**src/rtl/uart_cmd_pkg.sv**
```systemverilog
// Shared constants, state types and the ASCII hex decoder for the UART register-command receiver.
// UART_RX_PARITY_EN adds the PARITY state to the PHY state type.
package uart_cmd_pkg;

  localparam logic [7:0] CH_R    = 8'h72;
  localparam logic [7:0] CH_EQ   = 8'h3D;
  localparam logic [7:0] CH_CR   = 8'h0D;
  localparam logic [7:0] CH_LF   = 8'h0A;
  localparam logic [7:0] CH_0    = 8'h30;
  localparam logic [7:0] CH_7    = 8'h37;
  localparam logic [7:0] CH_9    = 8'h39;
  localparam logic [7:0] CH_A_LO = 8'h61;
  localparam logic [7:0] CH_F_LO = 8'h66;
  localparam logic [7:0] CH_A_UP = 8'h41;
  localparam logic [7:0] CH_F_UP = 8'h46;

`ifdef UART_RX_PARITY_EN
  typedef enum logic [2:0] {S_IDLE, S_START, S_DATA, S_PARITY, S_STOP} phy_state_t;
`else
  typedef enum logic [2:0] {S_IDLE, S_START, S_DATA, S_STOP} phy_state_t;
`endif

  typedef enum logic [2:0] {P_R, P_IDX, P_EQ, P_HEX, P_EOL, P_SYNC} parse_state_t;

  // Returns {valid, nibble}; valid is 0 for anything outside 0-9, a-f, A-F.
  function automatic logic [4:0] hex2nib(input logic [7:0] c);
    logic [7:0] t;
    t = 8'd0;
    if (c >= CH_0 && c <= CH_9) begin
      t = c - CH_0;
      return {1'b1, t[3:0]};
    end
    if (c >= CH_A_LO && c <= CH_F_LO) begin
      t = c - CH_A_LO + 8'd10;
      return {1'b1, t[3:0]};
    end
    if (c >= CH_A_UP && c <= CH_F_UP) begin
      t = c - CH_A_UP + 8'd10;
      return {1'b1, t[3:0]};
    end
    return 5'd0;
  endfunction

endpackage

```
**src/rtl/uart_rx_phy.sv**
```systemverilog
// 8N1 receiver: 2-flop synchronizer, half-bit start validation, mid-bit sampling, stop check.
// With UART_RX_PARITY_EN defined the frame is 8E1 and a parity mismatch is reported as frame_err.
module uart_rx_phy
  import uart_cmd_pkg::*;
#(
  parameter int DIV = 234
) (
  input  logic       clk,
  input  logic       rst,
  input  logic       uart_rx,
  output logic [7:0] rx_byte,
  output logic       rx_valid,
  output logic       frame_err
);

  localparam int CW = $clog2(DIV + 1);
  localparam logic [CW-1:0] HALF_LOAD = CW'(DIV / 2);
  // Terminal count is 0, so loading DIV-1 spaces samples exactly DIV clocks apart.
  localparam logic [CW-1:0] FULL_LOAD = CW'(DIV - 1);

  phy_state_t    state, state_nxt;
  logic [1:0]    sync_q;
  logic          rx_s;
  logic [CW-1:0] cnt, cnt_nxt;
  logic [7:0]    shreg, shreg_nxt;
  logic [2:0]    bit_idx, bit_idx_nxt;
  logic          brk, brk_nxt;
  logic [7:0]    rx_byte_nxt;
  logic          rx_valid_nxt, frame_err_nxt;
  logic          tick;
  logic          par_bad;
`ifdef UART_RX_PARITY_EN
  logic          par_bad_nxt;
`endif

  assign rx_s = sync_q[1];
  assign tick = (cnt == '0);

  always_comb begin
    state_nxt     = state;
    cnt_nxt       = tick ? cnt : cnt - 1'b1;
    shreg_nxt     = shreg;
    bit_idx_nxt   = bit_idx;
    brk_nxt       = brk;
    rx_byte_nxt   = rx_byte;
    rx_valid_nxt  = 1'b0;
    frame_err_nxt = 1'b0;
`ifdef UART_RX_PARITY_EN
    par_bad_nxt   = par_bad;
`endif
    case (state)
      S_IDLE: begin
        if (!rx_s) begin
          cnt_nxt   = HALF_LOAD;
          state_nxt = S_START;
        end
      end
      S_START: begin
        if (tick) begin
          if (rx_s) begin
            state_nxt = S_IDLE;
          end else begin
            cnt_nxt     = FULL_LOAD;
            bit_idx_nxt = 3'd0;
            state_nxt   = S_DATA;
          end
        end
      end
      S_DATA: begin
        if (tick) begin
          shreg_nxt   = {rx_s, shreg[7:1]};
          cnt_nxt     = FULL_LOAD;
          bit_idx_nxt = bit_idx + 3'd1;
          if (bit_idx == 3'd7) begin
`ifdef UART_RX_PARITY_EN
            state_nxt = S_PARITY;
`else
            state_nxt = S_STOP;
`endif
          end
        end
      end
`ifdef UART_RX_PARITY_EN
      S_PARITY: begin
        if (tick) begin
          par_bad_nxt = rx_s ^ (^shreg);
          cnt_nxt     = FULL_LOAD;
          state_nxt   = S_STOP;
        end
      end
`endif
      S_STOP: begin
        if (brk) begin
          // Line held low past a bad stop bit: wait for it to release before hunting again.
          if (rx_s) begin
            brk_nxt   = 1'b0;
            state_nxt = S_IDLE;
          end
        end else if (tick) begin
          if (rx_s && !par_bad) begin
            rx_byte_nxt  = shreg;
            rx_valid_nxt = 1'b1;
            state_nxt    = S_IDLE;
          end else begin
            frame_err_nxt = 1'b1;
            if (rx_s) state_nxt = S_IDLE;
            else      brk_nxt   = 1'b1;
          end
        end
      end
      default: state_nxt = S_IDLE;
    endcase
  end

`ifndef UART_RX_PARITY_EN
  assign par_bad = 1'b0;
`endif

  always_ff @(posedge clk) begin
    if (rst) begin
      state     <= S_IDLE;
      sync_q    <= 2'b11;
      cnt       <= '0;
      shreg     <= '0;
      bit_idx   <= '0;
      brk       <= 1'b0;
      rx_byte   <= '0;
      rx_valid  <= 1'b0;
      frame_err <= 1'b0;
`ifdef UART_RX_PARITY_EN
      par_bad   <= 1'b0;
`endif
    end else begin
      state     <= state_nxt;
      sync_q    <= {sync_q[0], uart_rx};
      cnt       <= cnt_nxt;
      shreg     <= shreg_nxt;
      bit_idx   <= bit_idx_nxt;
      brk       <= brk_nxt;
      rx_byte   <= rx_byte_nxt;
      rx_valid  <= rx_valid_nxt;
      frame_err <= frame_err_nxt;
`ifdef UART_RX_PARITY_EN
      par_bad   <= par_bad_nxt;
`endif
    end
  end

endmodule

```
**src/rtl/uart_reg_cmd_rx.sv**
```systemverilog
// Parses "r<0-7>=<4 hex><CR|LF>" from the UART byte stream into register write strobes.
// UART_RX_PARITY_EN selects 8E1 framing in the PHY.
module uart_reg_cmd_rx
  import uart_cmd_pkg::*;
#(
  parameter int CLK_HZ = 27_000_000,
  parameter int BAUD   = 115200
) (
  input  logic        clk,
  input  logic        rst,
  input  logic        uart_rx,
  output logic [7:0]  rx_byte,
  output logic        rx_valid,
  output logic        frame_err,
  output logic        wr_en,
  output logic [2:0]  wr_addr,
  output logic [15:0] wr_data,
  output logic        cmd_err
);

  localparam int DIV = CLK_HZ / BAUD;

  uart_rx_phy #(.DIV(DIV)) u_phy (
    .clk       (clk),
    .rst       (rst),
    .uart_rx   (uart_rx),
    .rx_byte   (rx_byte),
    .rx_valid  (rx_valid),
    .frame_err (frame_err)
  );

  parse_state_t pstate, pstate_nxt;
  logic [1:0]   nib_cnt, nib_cnt_nxt;
  logic [15:0]  acc, acc_nxt;
  logic [2:0]   addr_acc, addr_acc_nxt;
  logic         wr_en_nxt;
  logic [2:0]   wr_addr_nxt;
  logic [15:0]  wr_data_nxt;
  logic         cmd_err_q, cmd_err_nxt;
  logic [4:0]   nib;
  logic         is_term;
  logic         bad;
  logic         fe_hit;

  // A frame error only matters while a command is partially assembled.
  assign fe_hit  = frame_err && (pstate != P_R) && (pstate != P_SYNC);
  assign cmd_err = cmd_err_q | fe_hit;

  always_comb begin
    pstate_nxt   = pstate;
    nib_cnt_nxt  = nib_cnt;
    acc_nxt      = acc;
    addr_acc_nxt = addr_acc;
    wr_en_nxt    = 1'b0;
    wr_addr_nxt  = wr_addr;
    wr_data_nxt  = wr_data;
    cmd_err_nxt  = 1'b0;
    bad          = 1'b0;
    nib          = hex2nib(rx_byte);
    is_term      = (rx_byte == CH_CR) || (rx_byte == CH_LF);
    if (rx_valid) begin
      case (pstate)
        P_R: begin
          if (rx_byte == CH_R) pstate_nxt = P_IDX;
          else if (!is_term)   bad = 1'b1;
        end
        P_IDX: begin
          if (rx_byte >= CH_0 && rx_byte <= CH_7) begin
            addr_acc_nxt = rx_byte[2:0];
            pstate_nxt   = P_EQ;
          end else begin
            bad = 1'b1;
          end
        end
        P_EQ: begin
          if (rx_byte == CH_EQ) begin
            nib_cnt_nxt = 2'd0;
            pstate_nxt  = P_HEX;
          end else begin
            bad = 1'b1;
          end
        end
        P_HEX: begin
          if (nib[4]) begin
            acc_nxt     = {acc[11:0], nib[3:0]};
            nib_cnt_nxt = nib_cnt + 2'd1;
            if (nib_cnt == 2'd3) pstate_nxt = P_EOL;
          end else begin
            bad = 1'b1;
          end
        end
        P_EOL: begin
          if (is_term) begin
            wr_en_nxt   = 1'b1;
            wr_addr_nxt = addr_acc;
            wr_data_nxt = acc;
            pstate_nxt  = P_R;
          end else begin
            bad = 1'b1;
          end
        end
        P_SYNC: begin
          if (is_term) pstate_nxt = P_R;
        end
        default: pstate_nxt = P_R;
      endcase
      if (bad) begin
        cmd_err_nxt = 1'b1;
        pstate_nxt  = is_term ? P_R : P_SYNC;
      end
    end else if (fe_hit) begin
      pstate_nxt = P_SYNC;
    end
  end

  always_ff @(posedge clk) begin
    if (rst) begin
      pstate    <= P_R;
      nib_cnt   <= '0;
      acc       <= '0;
      addr_acc  <= '0;
      wr_en     <= 1'b0;
      wr_addr   <= '0;
      wr_data   <= '0;
      cmd_err_q <= 1'b0;
    end else begin
      pstate    <= pstate_nxt;
      nib_cnt   <= nib_cnt_nxt;
      acc       <= acc_nxt;
      addr_acc  <= addr_acc_nxt;
      wr_en     <= wr_en_nxt;
      wr_addr   <= wr_addr_nxt;
      wr_data   <= wr_data_nxt;
      cmd_err_q <= cmd_err_nxt;
    end
  end

endmodule
```
**config.mk**
```make
export PLATFORM = sky130hd
export DESIGN_NAME = uart_reg_cmd_rx
export DESIGN_NICKNAME = d
export VERILOG_FILES = /design/src/rtl/uart_cmd_pkg.sv /design/src/rtl/uart_rx_phy.sv /design/src/rtl/uart_reg_cmd_rx.sv
export SDC_FILE = /design/constraint.sdc
export NUM_CORES = 1
export LEC_CHECK = 0
export ABC_AREA = 1
export CORE_MARGIN = 5
export CORE_UTILIZATION = 55
export DETAILED_ROUTE_END_ITERATION = 6
export GPL_ROUTABILITY_DRIVEN = 0
export PLACE_DENSITY = 0.87
export SKIP_CTS_REPAIR_TIMING = 1
export SYNTH_ARGS = -nofsm -noshare
export SYNTH_HDL_FRONTEND = slang
export SYNTH_SLANG_ARGS = --single-unit
```
**constraint.sdc**
```tcl
create_clock -name clk -period 2.3 [get_ports clk]
set_clock_uncertainty 0.1 [all_clocks]
set_input_delay 0.345 -clock clk [delete_from_list [all_inputs] [get_ports clk]]
set_output_delay 0.345 -clock clk [all_outputs]
set_load 0.05 [all_outputs]
```
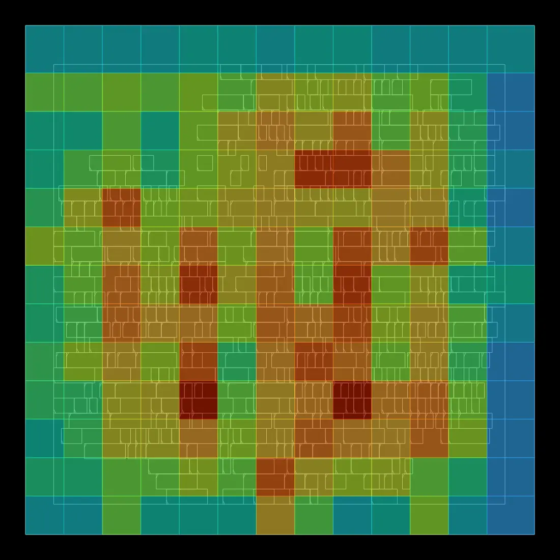
Fig. 1. Routing congestion map (run 1).
grt peak-use layer: met2
total track usage: 18.7%
Routed wire per std cell: 13.1 um

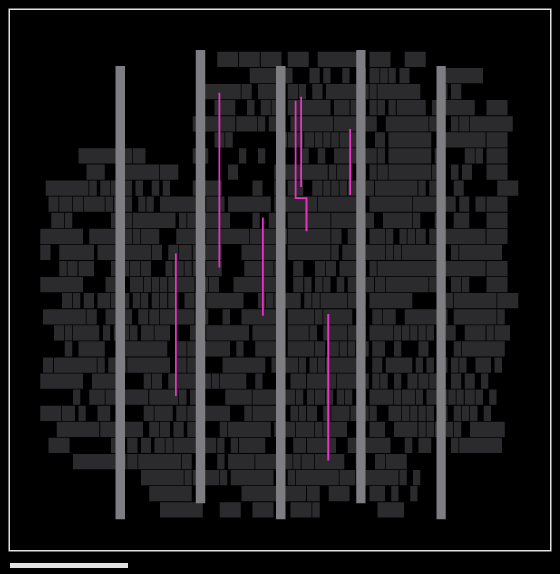
Fig. 2. Signal wires on met4 (run 1).
The bar under the picture is 20 um long. Supply wires on this layer in grey. Cells faint in the background.
longest straight run: 29.2 um
nets with wire on the layer: 5
main direction: vertical

==> impl_metrics.env, run 1 <==
# implementation run metrics
export IMPL_antenna_found_initial=0
export IMPL_clk_pin_slew_ps=90
export IMPL_synth_distinct_cells=44
export IMPL_setup_viol_count_final=0
export IMPL_final_period_utilization_pct=93.8
export IMPL_yosys_register_bits=79
export IMPL_startpoint_type="flip-flop"
export IMPL_finalHoldViolCount=0
export IMPL_cts_made_buffers=9
export IMPL_clockBufferDepth=2
export IMPL_fp_dieW_um=91.3
export IMPL_endpoint_kind="flip-flop"
export IMPL_cts_tree="yes"
export IMPL_cts_htree_levels=3
export IMPL_cp_max_fo=12
export IMPL_drt_iter0_markers=229
export IMPL_ys_cells=472
export IMPL_rows=29
export IMPL_relSlewSlack_pct=58.8
export IMPL_fill_cells=508
export IMPL_io_pins=34
export IMPL_warning_count=30
export IMPL_synth_area_um2=3640
export IMPL_antenna_left=0
export IMPL_drive_gt1_share_pct=15.6
export IMPL_worstMarginPinSlew_ps=613
export IMPL_peakVddDrop_uv=694
export IMPL_routed_via_density=5.36
export IMPL_dp_slack_ps=111
export IMPL_cp_data_required_time_ps=2440
export IMPL_ys_warn_count=0
export IMPL_syn_to_final_growth_pct=17.1
export IMPL_avgSynthCellArea_um2=7.71
export IMPL_syn_nets=484
export IMPL_leakage_uw=0.00185
export IMPL_slew_violations=0
export IMPL_run_status="completed"
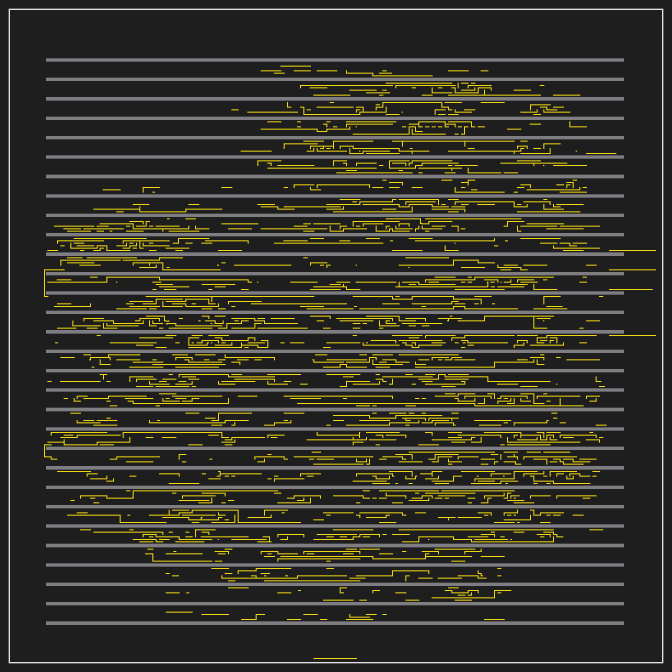
Fig. 3. Signal wires on met1 (run 1).
Supply wires on this layer in grey.
share of all routed wire: 44%
main direction: horizontal
via count: 3156
met1 Usage GRT: 23.0%
DRT Wirelength: 7.73 mm

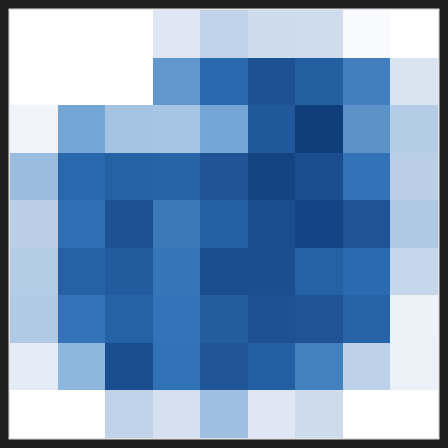
Fig. 4. Cell area per tile (run 1).
9 x 9 tiles, from white (low) to dark blue (high), 0 to 100% covered.
mean over tiles: 50%
tiles over 75% full: 37%
nearly empty tiles: 14%
densest ninth of the die: middle
core area: 6390 um2
Init Core Util: 57.0%
fin util: 66.7%

==> run 1: worst max-delay path, stage by stage (launching register included) <==
cell and delay (ps):
dfxtp_1 320, inv_1 120, ha_1 190, inv_1 50, nor2_2 140, nand3_2 150, nor3_4 260, inv_4 110
ha_1 320, o221ai_1 180, a21oi_1 90
==> run 1: layout by cell type (no fill, tap or decap), types with 2 or more instances in the layout <==
master and instances:
o21ai_2 2, or2_2 2, a211oi_1 2, nand4_1 4
nand3_1 10, o21ai_0 38, clkbuf_8 9, nand2_1 50
buf_4 11, a211oi_2 8, nor3_4 2, inv_1 38
nor2_1 103, nor2_2 4, o211ai_1 4, o21ai_1 16
clkdlybuf4s50_1 32, a21oi_2 2, nand2_2 3, a31oi_1 4
inv_6 4, dfxtp_1 79, nor2_4 4, xor2_1 3
a21oi_1 27, inv_2 13, nand3_2 4, nor3_1 5
ha_1 9
==> run 1: cell families after synthesis <==
| logic type | share of synthesized area (%) |
|---|---|
| AND-OR/OR-AND | 18.9 |
| XOR/XNOR | 0.963 |
| adder cells (fa/ha/maj) | 3.10 |
| buffers and inverters | 8.60 |
| flip-flops | 43.5 |
| AND/OR/NAND/NOR | 24.9 |
==> run 1: final cells by class <==
type	count	area [um2]	share of cell area, %
inverter	53	201	4.73
timing repair buffer	44	423	9.93
clock buffer	9	124	2.91
sequential	79	1580	37.1
multi-input combinational	320	1750	41.1
tap	77	96.3	2.26
clock inverter	7	83.8	1.97
==> run 1: routing by layer <==
metal,wire length (um),global-route usage [%]
met1,3390,23.0
met4,143,7.82
met5,0,0
met2,3860,31.8
met3,337,3.64
==> run 1: final timing paths <==
| check | startpoint | endpoint | slack, ps | depth (start not counted) |
|---|---|---|---|---|
| setup / recovery | u_phy.cnt[0] | u_phy.cnt[0] | 140 | 10 |
| hold / removal | u_phy.sync_q[0] | u_phy.sync_q[1] | 310 | 1 |
| setup reg to reg | u_phy.cnt[0] | u_phy.cnt[0] | 140 | 10 |
| hold reg to reg | u_phy.sync_q[0] | u_phy.sync_q[1] | 310 | 1 |
==> run 1: registers in the layout (all words and copies together), names as in the netlist, 8 cells and up <==
signal	count
u_phy.shreg	8
wr_data	16
acc	16
u_phy.rx_byte	8
u_phy.cnt	8
==> run 1: through the flow <==
step | instances | cell area (um2) | hold slack [ps]
2_1_floorplan | 472 | 3640 | 289
3_3_place_gp | 568 | 4010 | 293
3_5_place_dp | 568 | 4010 | 297
4_1_cts | 584 | 4210 | 315
5_1_grt | 589 | 4260 | 343
6_report | 589 | 4260 | 314
==> run 1: Yosys cell counts, types with 5 or more instances <==
cell type / instances / area (um2)
inv_2: 14 / 52.6
a211oi_2: 8 / 100
nand3_2: 5 / 50.1
dfxtp_1: 79 / 1580
nand2_1: 50 / 188
nand3_1: 10 / 50.1
nor3_1: 5 / 25.0
ha_1: 9 / 113
o21ai_0: 38 / 190
inv_1: 38 / 143
nor2_1: 103 / 387
o21ai_1: 16 / 80.1
buf_2: 6 / 30.0
clkbuf_1: 8 / 30.0
a21oi_1: 27 / 135
==> run 1: power by group <==
part           total (uW)  switching [uW]  internal [uW]
Clock                1070             550            524
Sequential           1480            48.9           1430
Combinational         558             337            220
Total                3110             936           2170
==> run 2: changes to the inputs <==
--- a/config.mk
+++ b/config.mk
@@ -6,10 +6,12 @@
 export NUM_CORES = 1
 export LEC_CHECK = 0
 export ABC_AREA = 1
-export CORE_MARGIN = 5
+export CAP_MARGIN = 30
+export CORE_MARGIN = 2
 export CORE_UTILIZATION = 55
 export DETAILED_ROUTE_END_ITERATION = 6
 export GPL_ROUTABILITY_DRIVEN = 0
+export GPL_TIMING_DRIVEN = 0
 export PLACE_DENSITY = 0.87
 export SKIP_CTS_REPAIR_TIMING = 1
 export SYNTH_ARGS = -nofsm -noshare
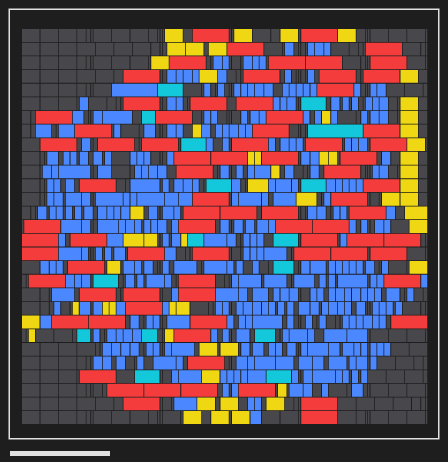
Fig. 5. Placed cells, one colour a class (run 2).
The bar under the picture is 20 um long. Fill, decap, tap and diode cells in grey.
| class | colour | cells | share of their area |
|---|---|---|---|
| sequential cells | red | 79 | 37% |
| remaining buffers and delay cells | yellow | 54 | 11% |
| remaining logic cells | blue | 373 | 47% |
| clock drivers and dummy loads | cyan | 16 | 5.0% |

==> impl_metrics.env, run 2 <==
# implementation run metrics
export IMPL_layout_top_cell="nor2_1"
export IMPL_ys_cells=472
export IMPL_cts_tree="yes"
export IMPL_dp_slack_ps=53.9
export IMPL_io_pins=34
export IMPL_relSlewSlack_pct=52.7
export IMPL_worstMarginPinSlew_ps=710
export IMPL_area_leaders="dfxtp_1, nor2_1, o21ai_0, nand2_1, inv_1"
export IMPL_run_status="completed"
export IMPL_cpMostUsedCell="inv_2"
export IMPL_crit_slowest_cell="dfxtp_1"
export IMPL_syn_to_final_growth_pct=18.6
export IMPL_cp_data_required_time_ps=2490
export IMPL_timing_hold_ws_ps=240
export IMPL_core_um2=6390
export IMPL_ys_warn_count=0
export IMPL_vias=3199
export IMPL_cpPeakStageDelay_ps=360
export IMPL_yosys_area_top_type="dfxtp_1"
export IMPL_top_cell="nor2_1"
export IMPL_grtUsageTotal_pct=22.6
export IMPL_final_cell_mix="nor2_1, dfxtp_1, nand2_1, o21ai_0, inv_1"
export IMPL_die_height_um=85.3
export IMPL_peakVddDrop_uv=567
export IMPL_syn_nets=484
export IMPL_clockBufferDepth=2
export IMPL_top_cells_by_count="nor2_1, dfxtp_1, nand2_1"
export IMPL_finalHoldViolCount=0
export IMPL_leakage_uw=0.00187
export IMPL_drive_gt1_share_pct=16.5
export IMPL_cp_num_buf_inv=4
export IMPL_slew_violations=0
export IMPL_antenna_left=0
export IMPL_rows=29
export IMPL_synth_distinct_cells=44
export IMPL_fp_dieW_um=85.3
export IMPL_synth_area_um2=3640
export IMPL_top_regs="acc: 16 flops, wr_data: 16 flops"
export IMPL_path_cells="inv_2, ha_2, inv_1, nor2_4, nand3_4, nor3_4, inv_2, buf_6, ha_4, o21ai_0, a31oi_1, a21oi_1"
export IMPL_cts_htree_levels=3
export IMPL_final_period_utilization_pct=96.7
export IMPL_synthDominantCellAreaShare_pct=43.5
export IMPL_endpoint_kind="flip-flop"
export IMPL_setup_viol_count_final=0
export IMPL_wl_per_cell_um=13.3
export IMPL_cp_max_fo=10
export IMPL_clk_pin_slew_ps=90
export IMPL_yosys_register_bits=79
export IMPL_routed_via_density=5.34
export IMPL_warning_count=29
export IMPL_fp_utilization_pct=57.0
export IMPL_antenna_found_initial=0
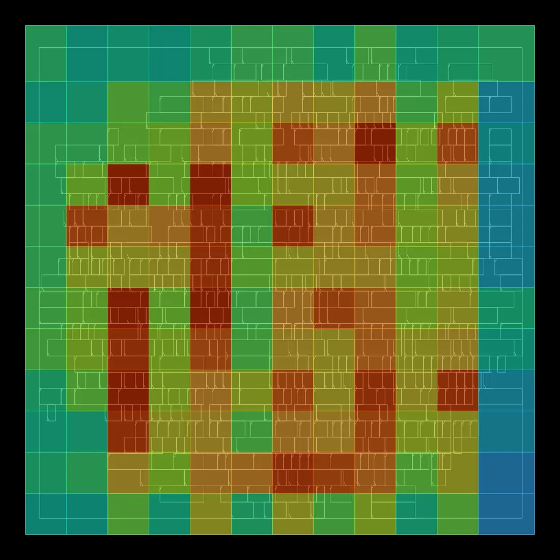
Fig. 6. Routing congestion map (run 2).
met1 Usage GRT: 28.1%
M2 GR Usage: 38.4%
met3 Usage GRT: 4.86%
fin util: 67.6%

==> run 2: cell types whose count changed in the layout (fill, tap and decap cells not counted), sizes merged <==
cell,change
buf,+1
clkbuf,+9
clkdlybuf4s50,-1
clkinvlp,+1
dlymetal6s2s,+1
inv,-1
==> run 2: power breakdown <==
group / total, uW / switching [uW] / internal, uW
clock network: 1090 / 571 / 524
logic: 670 / 375 / 295
registers: 1490 / 60.1 / 1430
==> run 2: area by class of cell <==
class / count / area (um2)
fillers: 492 / 2070
multi-input cells: 320 / 1780
flip-flops and latches: 79 / 1580
repair buffers: 34 / 338
inverters: 53 / 199
clock buffers: 9 / 124
plain buffers: 20 / 114
well taps: 77 / 96.3
clock inverters: 7 / 85.1
==> run 2: cells by family (layout without fill, tap and decap cells) <==
logic type	Yosys count	in the layout	synth area share, %
buffers and inverters	73	123	8.60
xor gates and xnor gates	4	4	0.963
AOI/OAI and AO/OA	109	109	18.9
DFF	79	79	43.5
adders and majority gates	9	9	3.10
and+or+nand+nor	198	198	24.9
==> run 2: final timing paths <==
check	start	end	slack, ps	depth (start not counted)
max	u_phy.cnt[0]	u_phy.cnt[0]	80	12
min	rst	u_phy.rx_byte[0]	240	2
min reg2reg	u_phy.sync_q[0]	u_phy.sync_q[1]	330	1
max reg2reg	u_phy.cnt[0]	u_phy.cnt[0]	80	12
==> run 2: metrics by stage <==
stage	area, um2	total power [uW]	cells
after floorplan	3640	1950	472
after global placement	4050	2030	581
after detailed placement	4050	2060	581
after CTS	4260	3140	597
after global routing	4310	3410	599
final	4310	3260	599
==> run 2: metal layers <==
| layer | track usage, % | routed length [um] | vias up |
|---|---|---|---|
| met4 | 8.23 | 103 | 0 |
| met2 | 38.4 | 3930 | 56 |
| met1 | 28.1 | 3670 | 1502 |
| met3 | 4.86 | 261 | 10 |
| li1 | - | - | 1631 |
| met5 | 0 | 0 | - |
Power is estimated from default activity; no workload was simulated.
